`src/rtl/cc_line_fill_engine.sv`:
```
`default_nettype none
// ============================================================================
// Module      : cc_line_fill_engine
// Description : Cache refill path. Pops a missed address from the miss FIFO,
//               collects the AXI R-channel burst for that line in
//               critical-word-first wrap order and writes the completed line,
//               set index and tag into the cache SRAM write port.
//               Optional macro CC_CRIT_WORD_FWD_EN adds a one-cycle forward
//               of the first received beat (fwd_valid_o / fwd_data_o).
// Revision    : 1.0 - initial parametrised release
// ============================================================================
module cc_line_fill_engine #(
    parameter int DATA_W     = 64,
    parameter int LINE_BYTES = 64,
    parameter int ADDR_W     = 32,
    parameter int INDEX_W    = 9
) (
    input  logic                                           clk,
    input  logic                                           rst,
    // AXI R channel
    input  logic [DATA_W-1:0]                              mem_rdata_i,
    input  logic [1:0]                                     mem_rresp_i,
    input  logic                                           mem_rlast_i,
    input  logic                                           mem_rvalid_i,
    output logic                                           mem_rready_o,
    // Miss-address FIFO (first-word-fall-through)
    input  logic                                           miss_addr_fifo_empty_i,
    input  logic [ADDR_W-1:0]                              miss_addr_fifo_rdata_i,
    output logic                                           miss_addr_fifo_rden_o,
    // Cache SRAM write port
    output logic                                           wren_o,
    output logic [INDEX_W-1:0]                             waddr_o,
    output logic [ADDR_W-INDEX_W-$clog2(LINE_BYTES):0]     wdata_tag_o,
    output logic [LINE_BYTES*8-1:0]                        wdata_data_o,
`ifdef CC_CRIT_WORD_FWD_EN
    // Critical-word forward to the CPU
    output logic                                           fwd_valid_o,
    output logic [DATA_W-1:0]                              fwd_data_o,
`endif
    output logic                                           fill_err_o
);

    // ------------------------------------------------------------------------
    // Derived geometry
    // ------------------------------------------------------------------------
    localparam int c_BEATS  = LINE_BYTES * 8 / DATA_W;
    localparam int c_OFF_W  = $clog2(LINE_BYTES);
    localparam int c_BYTE_W = $clog2(DATA_W / 8);
    localparam int c_BEAT_W = $clog2(c_BEATS);
    localparam int c_TAG_W  = ADDR_W - INDEX_W - c_OFF_W;

    localparam logic [c_BEAT_W-1:0] c_LAST_CNT = c_BEAT_W'(c_BEATS - 1);

    // ------------------------------------------------------------------------
    // State encoding
    // ------------------------------------------------------------------------
    localparam logic [1:0] c_IDLE  = 2'd0;
    localparam logic [1:0] c_FILL  = 2'd1;
    localparam logic [1:0] c_WRITE = 2'd2;

    logic [1:0]          r_state;
    logic [c_BEAT_W-1:0] r_cnt;      // beats received in the current fill
    logic [c_BEAT_W-1:0] r_off;      // critical (start) beat of the line
    logic                r_err;      // sticky error of the current fill
    logic [INDEX_W-1:0]  r_index;
    logic [c_TAG_W-1:0]  r_tag;
    logic [DATA_W-1:0]   r_line [c_BEATS];

    logic                w_pop;
    logic                w_hs;
    logic                w_cnt_last;
    logic                w_beat_err;
    logic                w_err_nxt;
    logic                w_done;
    logic [c_BEAT_W-1:0] w_slot;
    logic                w_unused;

    // ------------------------------------------------------------------------
    // Combinational control
    // ------------------------------------------------------------------------
    // The pop is the only unregistered output: the FIFO head is consumed in
    // the same cycle its address is captured.
    assign w_pop                 = (r_state == c_IDLE) & ~miss_addr_fifo_empty_i;
    assign miss_addr_fifo_rden_o = w_pop;

    assign w_hs       = (r_state == c_FILL) & mem_rvalid_i & mem_rready_o;
    assign w_cnt_last = (r_cnt == c_LAST_CNT);
    assign w_done     = w_hs & (w_cnt_last | mem_rlast_i);

    // Slave error, RLAST too early, or RLAST missing on the final beat.
    assign w_beat_err = mem_rresp_i[1]
                      | (mem_rlast_i & ~w_cnt_last)
                      | (w_cnt_last & ~mem_rlast_i);
    assign w_err_nxt  = r_err | w_beat_err;

    // Wrap order falls out of modulo-BEATS addition on c_BEAT_W bits.
    assign w_slot = r_off + r_cnt;

    // Byte-within-beat address bits and RRESP[0] carry no meaning here.
    assign w_unused = &{1'b0, mem_rresp_i[0], miss_addr_fifo_rdata_i};

    // ------------------------------------------------------------------------
    // FSM, beat counter, error flag, captured address fields and RREADY
    // ------------------------------------------------------------------------
    always_ff @(posedge clk or posedge rst) begin
        if (rst) begin
            r_state      <= c_IDLE;
            r_cnt        <= '0;
            r_off        <= '0;
            r_err        <= 1'b0;
            r_index      <= '0;
            r_tag        <= '0;
            mem_rready_o <= 1'b0;
        end else begin
            case (r_state)
                c_IDLE: begin
                    if (w_pop) begin
                        r_index      <= miss_addr_fifo_rdata_i[c_OFF_W +: INDEX_W];
                        r_tag        <= miss_addr_fifo_rdata_i[ADDR_W-1 -: c_TAG_W];
                        r_off        <= miss_addr_fifo_rdata_i[c_BYTE_W +: c_BEAT_W];
                        r_state      <= c_FILL;
                        mem_rready_o <= 1'b1;
                    end
                end
                c_FILL: begin
                    if (w_hs) begin
                        r_cnt <= r_cnt + 1'b1;
                        r_err <= w_err_nxt;
                        if (w_cnt_last || mem_rlast_i) begin
                            r_state      <= c_WRITE;
                            mem_rready_o <= 1'b0;
                        end
                    end
                end
                c_WRITE: begin
                    r_state <= c_IDLE;
                    r_cnt   <= '0;
                    r_err   <= 1'b0;
                end
                default: begin
                    r_state      <= c_IDLE;
                    mem_rready_o <= 1'b0;
                end
            endcase
        end
    end

    // ------------------------------------------------------------------------
    // SRAM write strobe, error pulse and held index/tag (loaded on the last
    // beat so they appear together with wren_o and stay until the next write)
    // ------------------------------------------------------------------------
    always_ff @(posedge clk or posedge rst) begin
        if (rst) begin
            wren_o      <= 1'b0;
            fill_err_o  <= 1'b0;
            waddr_o     <= '0;
            wdata_tag_o <= '0;
        end else begin
            wren_o     <= w_done;
            fill_err_o <= w_done & w_err_nxt;
            if (w_done) begin
                waddr_o     <= r_index;
                wdata_tag_o <= {~w_err_nxt, r_tag};
            end
        end
    end

    // ------------------------------------------------------------------------
    // Line buffer: each accepted beat lands in its wrapped slot; slots not
    // received keep their previous content
    // ------------------------------------------------------------------------
    always_ff @(posedge clk or posedge rst) begin
        if (rst) begin
            for (int i = 0; i < c_BEATS; i++) begin
                r_line[i] <= '0;
            end
        end else if (w_hs) begin
            r_line[w_slot] <= mem_rdata_i;
        end
    end

    for (genvar k = 0; k < c_BEATS; k++) begin : g_pack
        assign wdata_data_o[k*DATA_W +: DATA_W] = r_line[k];
    end

`ifdef CC_CRIT_WORD_FWD_EN
    // ------------------------------------------------------------------------
    // Critical-word forward: first beat of every fill, independent of RRESP
    // ------------------------------------------------------------------------
    always_ff @(posedge clk or posedge rst) begin
        if (rst) begin
            fwd_valid_o <= 1'b0;
            fwd_data_o  <= '0;
        end else begin
            fwd_valid_o <= w_hs & (r_cnt == '0);
            if (w_hs && (r_cnt == '0)) begin
                fwd_data_o <= mem_rdata_i;
            end
        end
    end
`endif

endmodule
`default_nettype wire
```
`config.mk`:
```
export PLATFORM = sky130hd
export DESIGN_NAME = cc_line_fill_engine
export DESIGN_NICKNAME = d
export VERILOG_FILES = /design/src/rtl/cc_line_fill_engine.sv
export SDC_FILE = /design/constraint.sdc
export NUM_CORES = 1
export LEC_CHECK = 0
export ABC_AREA = 1
export CORE_ASPECT_RATIO = 1.1
export CORE_MARGIN = 2
export CORE_UTILIZATION = 35
export CTS_BUF_LIST = sky130_fd_sc_hd__clkbuf_8 sky130_fd_sc_hd__clkbuf_16
export DETAILED_ROUTE_END_ITERATION = 12
export GPL_TIMING_DRIVEN = 0
export PLACE_DENSITY = 0.64
export SETUP_SLACK_MARGIN = 0.02
export SYNTH_ARGS = -nofsm -noshare
export SYNTH_HDL_FRONTEND = slang
export SYNTH_SLANG_ARGS = --single-unit
```
`constraint.sdc`:
```
create_clock -name clk -period 22.4 [get_ports clk]
set_input_delay 4.48 -clock clk [delete_from_list [all_inputs] [get_ports clk]]
set_output_delay 4.48 -clock clk [all_outputs]
set_load 0.01 [all_outputs]
```
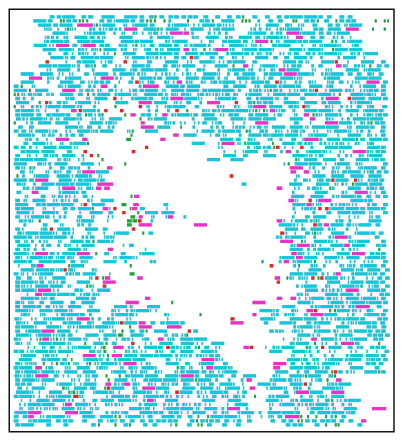
drive_strength.png
Scale: 1.5 px per µm.
[drive 2] green | cells: 168 | share: 5.1%
[drive 6 and up] magenta | cells: 140 | share: 4.2%
[drive 3 to 4] red | cells: 57 | share: 1.7%
[drive 1 or less] cyan | cells: 2961 | share: 89%
Area Growth Syn to Fin: 37.21%
Setup WS post-layout: 11.69 ns
final non-filler cell area: 33420 µm²

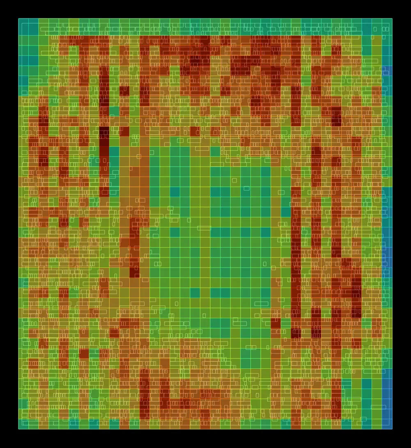
final_congestion.png
Global Route met3 Usage: 7.215%
global route hottest layer: met2
DR WL/cell: 24.43 µm
met2 Use GR: 45.64%

==> run notes <==
flow finished, numbers: FMAX=93.37 MHz, post-synthesis simple-gate area fraction=32.47%, H-tree Lvls=2, failing checks=capacitance limit, slew limit, fin crit share=roughly 48%, Root Buffer=clkbuf_16, Worst-Margin Slew=about 1.6 ns, CP Cell Sequence=clkdlybuf4s50_1 -> or2_2 -> inv_1 -> buf_2 -> clkdlybuf4s50_1, port buffer count=577, max cap viols=1, # IOs=between 600 and 700, Avg Cell Area, Syn=9.229 µm², Post-CTS Setup Repair Bufs=0, Initial DRC Count=about 2000, die outline width=~260 µm, Top Layout Cells=nand2_1 (1204), dfrtp_1 (577), clkdlybuf4s50_1 (577), Max IR drop VDD=approximately 0.000085 V, area of the core=between 60000 and 70000 µm², first-pass GRT wire length=~150000 µm, status=finished with violations, CTS Buf Count=61, post-synthesis mux area share=0%, CP arrival=slightly above 6 ns, pwr dens=between 150 and 200 nW/µm², CP max stage cell=clkdlybuf4s50_1, dominant logic cell type in the layout=nand2_1, Period minus WS final=~11 ns, Buf+Inv Stages, Crit Path=4, TNS Setup=0 ns, Hold Path Class=flip-flop to flip-flop, Netlist Area Pre-Place=around 24000 µm², Die H=between 200 and 300 µm, relative slew slack=-3.383%, initial core utilization=a little over a third, Filler cells=6664, pin count of the biggest net entering global routing=between 100 and 150, delay of the slowest cell on the worst path=between 0.5 and 0.6 ns, Compound Share, Synth=less than 1%, clock-pin transition on the worst setup and hold timing paths=roughly 0.06 ns, Nets=approximately 3400, antenna violations before repair=5, Startpoint Class=primary input, final wirelength=between 100000 and 150000 µm, most frequent CP cell=clkdlybuf4s50_1, Ys Warns=0, vias in the first global route=between 20000 and 25000, DP HPWL=around 75000 µm, flops & latches, synth=approximately 580, final setup skew=0.01378 ns, Leak=16.85 nW, Via Count=around 22000, kind of critical path=primary input to primary output, post-synth cell types=23, RSZ-0062 raised after global routing=false, Setup violations, final=0, WP data required=17.92 ns, Vias/cell=about 5.3, CTS tree=yes, Synth Area in Adders=less than 1%, CTS max path bufs=3, yosys xor share=0%, row count=101, Tool Warnings=36, CP Capture Type=primary output, yosys stat cell total=between 2000 and 3000, clk_lat worst skew=~0.62 ns, Mapped Cells=between 2000 and 3000, Final Slew Violations=11, drt first pass iters=5, worst-path fanout max=10, share of layout cells above drive strength 1=between 10% and 20%, Tot Pwr=around 6.0 mW, total gr overflow=0, synthesis area per yosys=24360 µm², Clock Sinks=just under 600, Place WS=around 12 ns, sequential-to-total area share from yosys stat=around three fifths, DRC Markers=0, Post-DRT Antenna Nets=0, comb area leader=simple AND/OR/NAND/NOR gates, die area=slightly above 70000 µm², Mapped Nets=between 2000 and 3000, GPL Wtd Cong=around 0.86, Total GRT Usage=28.20%, cts repair resizes=0, final hold violations=0, Hold-fix buffers, CTS=0, Largest delay share family, worst path=buffers and inverters
## through the flow
step	instances	util [%]	hold WS, ns	instance area, µm²
floorplan	2639	-	0.4422	24360
finish	4255	48.44	0.4618	33420
detailed placement	4148	45.56	0.4539	31440
global placement	4143	45.35	0.4502	31290
CTS	4253	48.43	0.4627	33410
global route	4253	48.43	0.4839	33410
## worst paths after layout
path	startpoint	end	slack (ns)	depth (start not counted)
worst max-delay path	miss_addr_fifo_empty_i	miss_addr_fifo_rden_o	11.69	5
worst min-delay path	r_tag[3]	wdata_tag_o[3]	0.46	2
worst max register to register	r_cnt[0]	wdata_data_o[457]	18.80	9
worst min register to register	r_tag[3]	wdata_tag_o[3]	0.46	2
max in group asynchronous	rst	wdata_data_o[192]	16.03	5
min in group asynchronous	rst	wdata_data_o[482]	4.39	2
## synthesized netlist by cell type, drive strengths merged
master | count | area share [%]
ha | 3 | 0.15
nand3 | 10 | 0.37
clkbuf | 107 | 2.0
or2 | 1 | 0.026
inv | 19 | 0.29
dfrtp | 577 | 59
nor2 | 8 | 0.27
a21oi | 3 | 0.062
nand2 | 1207 | 19
buf | 185 | 5.6
fa | 1 | 0.082
o21ai | 6 | 0.12
nand4 | 512 | 13
## final cells by class
class                           count  area [µm²]  area share, %
Inverter                           19       78.83         0.2359
Sequential cell                   577       14440          43.20
Buffer                            292        1838          5.500
Tap cell                          927        1160          3.471
Multi-Input combinational cell   1751        8010          23.97
Timing Repair Buffer              582        5913          17.69
Antenna cell                        2       5.005        0.01498
Clock buffer                       77        1747          5.227
Clock inverter                     28       229.0         0.6851
## kinds of logic after synthesis
kind of cell | after synthesis
fa+ha+maj | 4
flops | 577
buf+inv | 311
simple gates | 1738
compound gates | 9
## worst reg2reg max path, delay by kind of cell, from the launching register on
| family | cells | cell delay [ns] |
|---|---|---|
| simple gates | 2 | 0.45 |
| fa+ha+maj | 2 | 0.61 |
| buf+inv | 5 | 2.03 |
| flops | 1 | 0.43 |
## power by group
group	switching (mW)	leakage, nW	internal, mW
combinational	1.96	8.34	1.17
clock	0.438	1.02	0.580
sequential	0.304	7.49	1.52
total	2.70	16.9	3.27
## state kept, by name (all words and copies together) (netlist names)
signal	count
mem_rready_o	1
r_err	1
waddr_o	9
fill_err_o	1
r_off	3
r_index	9
wdata_data_o	512
r_state	2
r_tag	17
wdata_tag_o	18
wren_o	1
r_cnt	3
## per-layer routing
layer	global-route usage, %	routed length (µm)	up-vias
li1	-	-	10120
met1	35.66	41600	11060
met2	45.64	48660	978
met3	7.215	8564	237
met4	12.72	5097	2
met5	0	13	-
Power and IR drop assume default switching activity.
